**src/rtl/async_dualram_16x8.sv**
```systemverilog
// Simple dual-port RAM: one write port, one registered read port, single clock.
// Synchronous active-low reset clears every word and the read register.
module async_dualram_16x8 #(
    parameter int ADDR_WIDTH = 4,
    parameter int DEPTH      = 16,
    parameter int DATA_WIDTH = 8
) (
    input  logic                  clk,
    input  logic                  rst,
    input  logic                  cs,
    input  logic                  wr_enb,
    input  logic [ADDR_WIDTH-1:0] wr_addr,
    input  logic [DATA_WIDTH-1:0] wr_data,
    input  logic                  rd_enb,
    input  logic [ADDR_WIDTH-1:0] rd_addr,
    output logic [DATA_WIDTH-1:0] rd_data
);

    logic [DATA_WIDTH-1:0] mem_q [DEPTH];
    logic [DATA_WIDTH-1:0] mem_d [DEPTH];
    logic [DATA_WIDTH-1:0] rd_data_q;
    logic [DATA_WIDTH-1:0] rd_data_d;
    logic                  wr_go;
    logic                  rd_go;
    logic                  bypass;

    assign wr_go  = cs && wr_enb;
    assign rd_go  = cs && rd_enb;
    assign bypass = wr_go && (wr_addr == rd_addr);

    always_comb begin
        mem_d     = mem_q;
        rd_data_d = rd_data_q;
        if (wr_go) begin
            mem_d[wr_addr] = wr_data;
        end
        // Same-address collision returns the word being written.
        if (rd_go) begin
            rd_data_d = bypass ? wr_data : mem_q[rd_addr];
        end
    end

    always_ff @(posedge clk) begin
        if (!rst) begin
            for (int i = 0; i < DEPTH; i++) begin
                mem_q[i] <= '0;
            end
            rd_data_q <= '0;
        end else begin
            mem_q     <= mem_d;
            rd_data_q <= rd_data_d;
        end
    end

    assign rd_data = rd_data_q;

endmodule

```
**config.mk**
```make
export PLATFORM = sky130hd
export DESIGN_NAME = async_dualram_16x8
export DESIGN_NICKNAME = d
export VERILOG_FILES = /design/src/rtl/async_dualram_16x8.sv
export SDC_FILE = /design/constraint.sdc
export NUM_CORES = 1
export LEC_CHECK = 0
export CAP_MARGIN = 20
export CORE_MARGIN = 2
export CORE_UTILIZATION = 56
export DETAILED_ROUTE_END_ITERATION = 16
export GPL_TIMING_DRIVEN = 0
export PLACE_DENSITY = 0.75
export SYNTH_ARGS = -nofsm -noshare
export SYNTH_HDL_FRONTEND = slang
export SYNTH_SLANG_ARGS = --single-unit
export TNS_END_PERCENT = 5
```
**constraint.sdc**
```tcl
create_clock -name clk -period 4.4 [get_ports clk]
set_input_delay 0.66 -clock clk [delete_from_list [all_inputs] [get_ports clk]]
set_output_delay 0.66 -clock clk [all_outputs]
set_load 0.02 [all_outputs]
```
**Sequential cells grouped by signal name**

(2 px per um) Other cells in grey.
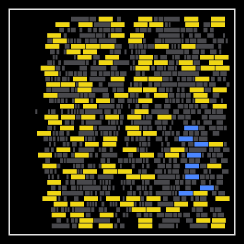
| name in the netlist | colour | sequential cells |
|---|---|---|
| mem_q | yellow | 128 |
| rd_data | blue | 8 |

**Clock wiring as the flow saved it**

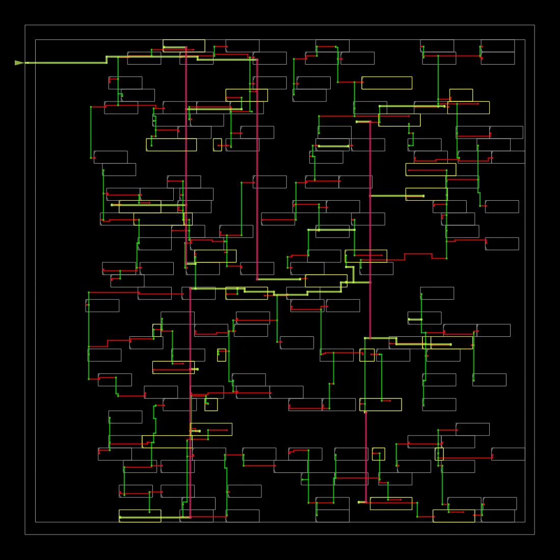
Late-Pin Clk Latency: 0.43 ns
clkbuf count: 18

**Signal wires by layer**

(3 px per um)
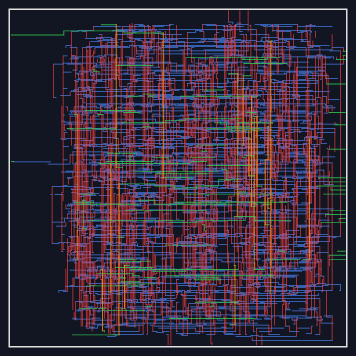
| layer | colour | wire length |
|---|---|---|
| M1 | blue | 7,990 um |
| M3 | green | 1,180 um |
| M2 | red | 9,020 um |
| M4 | orange | 659 um |
Detailed Route WL: 18,800 um
gr usage total: 31.0%
Avg WL per Cell: 21.8 um
Vias: 5,312

==> changes_impl.md <==
### Implementation results

- First-pass GRT wire length: 29,500 um
- Biggest area cells: dfxtp_1, mux2i_1, mux4_2
- Layout Skew: 0.00625 ns
- Slew Viols, Final: 0
- Ys flops: 136
- Largest net degree at the start of global routing: 17
- Reg2reg start: mem_q[34]
- Post_cts resized: 0
- Sequential Power: 1250 uW
- Largest stage delay, worst path: 0.62 ns
- Fmax achieved: 0.416 GHz
- Logic pwr share: 7.5%
- Initial antenna violation count: 0
- Sw Ratio: 23.0%
- Ys cells: 680
- RSZ-0062 raised after global routing: no
- Final setup viols: 0
- Worst path required time: 4.74 ns
- Tightest Hold Check Type: reg -> reg
- Clock transition at path regs: 0.06 ns
- Part of the cycle the worst path needs: 54.6%
- Worst Setup End Kind: register
- Internal Pwr Total: 2340 uW
- ANT cells: 0
- Yosys top cell by instances: dfxtp_1
- MUX area fraction: 19.5%
- Delay-heaviest family, CP: simple AND/OR/NAND/NOR gates
- Xor+xnor area frac: 0.536%
- Crit path kind: in -> reg
- Comb area leader: multiplexers
- Max-Cap Viols: 0
- Commonest flop: dfxtp_1
- Count of library flops with an enable pin: 0
- Slowest-stage cell, CP: nor2_1
- Seq/Total Area, Yosys: 41.7%
- Syn Std Cell Area: 6540 um2
- Crit path launch type: primary input
- Post-synth ARST share: 0%
- Static Leak: 0.00277 uW
- Pre-Place Util: 57.2%
- Row cnt: 39
- Area share, top type: 41.7%
- Status: finished clean
- Setup_tns: 0 ns
- Final instance area: 7470 um2
- Core area: 11,400 um2
- Mapped Cells: 680
- Iteration-0 DRC Markers: 512
- Routed met3 length: 1180 um
- Wl on met1: 7990 um
state kept, by name, summed over array words and instances, names as in the netlist:
register / flops
mem_q: 128
rd_data: 8
final cells by class:
class	instances	area (um2)
buffer	70	345
clock buffer	18	439
clock inverter	14	204
fill	912	3950
inverter	1	3.75
multi-input combinational	473	3460
sequential	136	2720
tap	143	179
timing repair buffer	11	110
per-stage QoR:
step	power, uW	std cells	setup WS (ns)	util, %	hold slack (ns)
2_1_floorplan	1430	680	2.53	-	0.441
3_3_place_gp	1500	834	1.71	59.8	0.453
3_5_place_dp	1500	834	1.65	59.8	0.461
4_1_cts	3040	866	2.06	65.4	0.476
5_1_grt	3110	866	1.89	65.4	0.501
6_report	3040	866	2.00	65.4	0.481
No activity file was given, so power comes from the tool's default toggle rates.
